<file path="src/rtl/uart_tx_fifo.sv">
// UART transmitter fed by a small FIFO: frames go out LSB first with optional parity
// and one or two stop bits, back-to-back while the queue holds data.
module uart_tx_fifo #(
    parameter int CLKS_PER_BIT = 434,
    parameter int DATA_BITS    = 8,
    parameter int PARITY       = 0,
    parameter int STOP_BITS    = 1,
    parameter int FIFO_DEPTH   = 4
) (
    input  logic                          clk_50M,
    input  logic                          rst,
    input  logic [DATA_BITS-1:0]          data,
    input  logic                          data_valid,
    output logic                          data_ready,
    output logic                          tx,
    output logic                          busy,
    output logic [$clog2(FIFO_DEPTH):0]   fifo_count
);

    localparam int AW = $clog2(FIFO_DEPTH);
    localparam int CW = AW + 1;
    localparam int TW = $clog2(CLKS_PER_BIT + 1);
    localparam logic [TW-1:0] TMAX      = TW'(CLKS_PER_BIT - 1);
    localparam logic [3:0]    LAST_BIT  = 4'(DATA_BITS - 1);
    localparam logic [3:0]    LAST_STOP = 4'(STOP_BITS - 1);

    typedef enum logic [2:0] {IDLE, START, DATA, PAR, STOP} state_t;

    logic [DATA_BITS-1:0] mem [FIFO_DEPTH];
    logic [AW-1:0]        wr_ptr, rd_ptr;
    logic [CW-1:0]        count;
    logic [DATA_BITS-1:0] head;
    logic                 push, pop;

    state_t               state_q, state_n;
    logic [TW-1:0]        timer_q, timer_n;
    logic [3:0]           bit_q, bit_n;
    logic [DATA_BITS-1:0] shreg_q, shreg_n;
    logic                 par_q, par_n;
    logic                 tx_q, tx_n;
    logic                 last_tick;

    // Ready looks only at the registered count, so a same-cycle pop never opens a full FIFO.
    assign data_ready = (count != CW'(FIFO_DEPTH));
    assign push       = data_valid && data_ready && !rst;
    assign head       = mem[rd_ptr];
    assign fifo_count = count;
    assign tx         = tx_q;
    assign busy       = (state_q != IDLE);

    always_ff @(posedge clk_50M or posedge rst) begin
        if (rst) begin
            wr_ptr <= '0;
            rd_ptr <= '0;
            count  <= '0;
        end else begin
            if (push) wr_ptr <= wr_ptr + AW'(1);
            if (pop)  rd_ptr <= rd_ptr + AW'(1);
            case ({push, pop})
                2'b10:   count <= count + CW'(1);
                2'b01:   count <= count - CW'(1);
                default: count <= count;
            endcase
        end
    end

    always_ff @(posedge clk_50M) begin
        if (push) mem[wr_ptr] <= data;
    end

    always_comb begin
        state_n   = state_q;
        timer_n   = timer_q;
        bit_n     = bit_q;
        shreg_n   = shreg_q;
        par_n     = par_q;
        tx_n      = tx_q;
        pop       = 1'b0;
        last_tick = (timer_q == TMAX);
        if (state_q != IDLE) timer_n = last_tick ? '0 : timer_q + TW'(1);
        case (state_q)
            IDLE: tx_n = 1'b1;
            START: begin
                if (last_tick) begin
                    state_n = DATA;
                    tx_n    = shreg_q[0];
                end
            end
            DATA: begin
                if (last_tick) begin
                    if (bit_q == LAST_BIT) begin
                        bit_n = '0;
                        if (PARITY != 0) begin
                            state_n = PAR;
                            tx_n    = par_q;
                        end else begin
                            state_n = STOP;
                            tx_n    = 1'b1;
                        end
                    end else begin
                        bit_n   = bit_q + 4'd1;
                        shreg_n = shreg_q >> 1;
                        tx_n    = shreg_q[1];
                    end
                end
            end
            PAR: begin
                if (last_tick) begin
                    state_n = STOP;
                    tx_n    = 1'b1;
                end
            end
            STOP: begin
                if (last_tick) begin
                    if (bit_q == LAST_STOP) begin
                        bit_n   = '0;
                        state_n = IDLE;
                        tx_n    = 1'b1;
                    end else begin
                        bit_n = bit_q + 4'd1;
                    end
                end
            end
            default: state_n = IDLE;
        endcase
        // Start a frame from idle, or straight out of the final stop bit with no gap.
        if (state_n == IDLE && count != '0) begin
            pop     = 1'b1;
            state_n = START;
            timer_n = '0;
            bit_n   = '0;
            shreg_n = head;
            par_n   = (^head) ^ (PARITY == 1);
            tx_n    = 1'b0;
        end
    end

    always_ff @(posedge clk_50M or posedge rst) begin
        if (rst) begin
            state_q <= IDLE;
            timer_q <= '0;
            bit_q   <= '0;
            tx_q    <= 1'b1;
        end else begin
            state_q <= state_n;
            timer_q <= timer_n;
            bit_q   <= bit_n;
            tx_q    <= tx_n;
        end
    end

    always_ff @(posedge clk_50M) begin
        shreg_q <= shreg_n;
        par_q   <= par_n;
    end

endmodule

</file>
<file path="config.mk">
export PLATFORM = sky130hd
export DESIGN_NAME = uart_tx_fifo
export DESIGN_NICKNAME = d
export VERILOG_FILES = /design/src/rtl/uart_tx_fifo.sv
export SDC_FILE = /design/constraint.sdc
export NUM_CORES = 1
export LEC_CHECK = 0
export ABC_AREA = 1
export CORE_ASPECT_RATIO = 0.9
export CORE_MARGIN = 2
export CORE_UTILIZATION = 55
export DETAILED_ROUTE_END_ITERATION = 6
export GPL_ROUTABILITY_DRIVEN = 0
export PLACE_DENSITY_LB_ADDON = 0.3
export SLEW_MARGIN = 25
export SYNTH_ARGS = -nofsm -noshare
export SYNTH_HDL_FRONTEND = slang
export SYNTH_SLANG_ARGS = --single-unit
</file>
<file path="constraint.sdc">
create_clock -name clk_50M -period 6.3 [get_ports clk_50M]
set_clock_uncertainty 0.2 [all_clocks]
set_input_delay 1.26 -clock clk_50M [delete_from_list [all_inputs] [get_ports clk_50M]]
set_output_delay 1.26 -clock clk_50M [all_outputs]
set_load 0.05 [all_outputs]
</file>
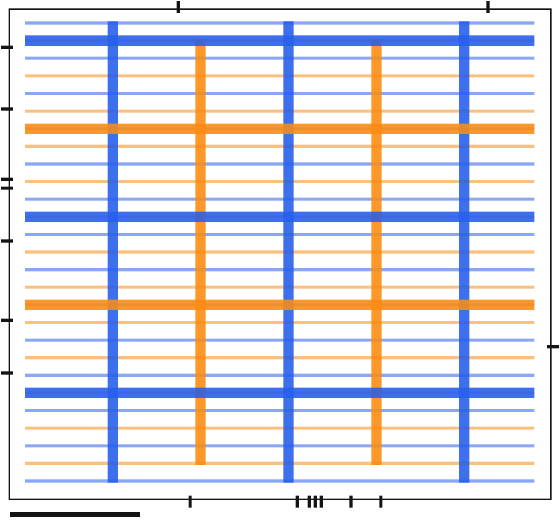
Fig. 1. Floorplan with the power grid.
Bar = 20 um. Pins as bars on the die edge.
| color | net |
|---|---|
| orange | VDD |
| blue | VSS |
met1 rails: 27
rows: 26
signal pins: 17
met5 straps: 5
met4 straps: 5
Core ar.: 0.00556 mm2
Die Span Y: 75.5 um
worst vdd ir: 0.233 mV
chip width: 83.4 um

==> reports/metrics.cfg <==
[setup_path]
critPathBufInv=3
crit_family=buffers and inverters
worstSetupPathDepth=5
critPathCapture=busy

[yosys]
mux_share_pct=0
common_cells=nand2_1, nor2_1, edfxtp_1, inv_1, nand3_1
compound_area_share_pct=7.42
most_common_cell=nand2_1
ys_seq_share_pct=57.8

[final_layout]
nNonClkBuffers=17
clockBufferCount=10
syn2layout_area_growth_pct=13.1
largest_register_ffs=32
ff_latch_area_mm2=0.00180
nets=365

[global_routing]
grt_first_pass_wirelength_um=9680
antenna_found_initial=0

[outcome]
status=finished clean

[cts]
cts_buffers=9
cts_htree_levels=3
postCtsSetupBuffers=0
clock_path_buffers=2
ctsResizeCount=0

[die]
tapCellCount=70

[timing]
fin_crit_ns=3.87
fmax_ghz=0.259
hold_slack_ns=0.282
max_slew.worst_pin.slew_ns=0.925
setup_viol=0

[detailed_routing]
route.detailed.drc=0
dr.pass1.iters=4
wl_met3_um=324

[pwr]
seqPwrFrac_pct=41.9
p_int_mw=0.925
pg_seq_mw=0.624
power_density_mw_per_mm2=422
comb_power_share_pct=33.6
p_clk_share_pct=24.6

[run]
cap_violations=0

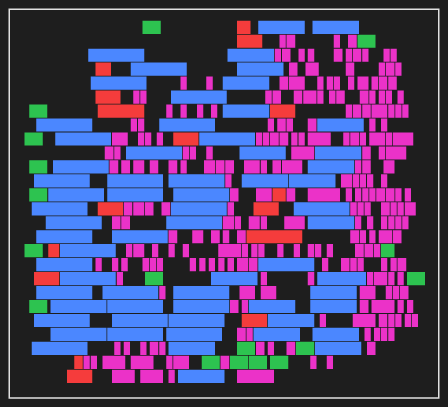
Fig. 2. Cell classes on the final placement.
| color | class | cells | share of their area |
|---|---|---|---|
| red | clock drivers and dummy loads | 16 | 6.2% |
| green | remaining buffers and delay cells | 17 | 4.9% |
| blue | sequential cells | 64 | 52% |
| magenta | remaining logic cells | 252 | 37% |

==> cells in the final DEF (no fill, tap or decap), types with 2 or more instances in the layout <==
master           Yosys  layout
clkbuf_8             0       9
o22ai_1              7       7
xor2_1               4       4
a21oi_1              5       5
xnor2_1              4       4
edfxtp_1            40      40
nor3_1               4       4
ha_1                 9       9
nor3b_1              2       2
dfrtp_1             23      23
inv_1               34      34
nor2_4               4       4
clkinvlp_4           0       2
clkdlybuf4s50_1      0      16
nand3_1             27      27
nand2_1             67      67
inv_2                3       3
nor2_1              45      45
nand2_2              3       3
o21ai_0             25      25
inv_4                1       2
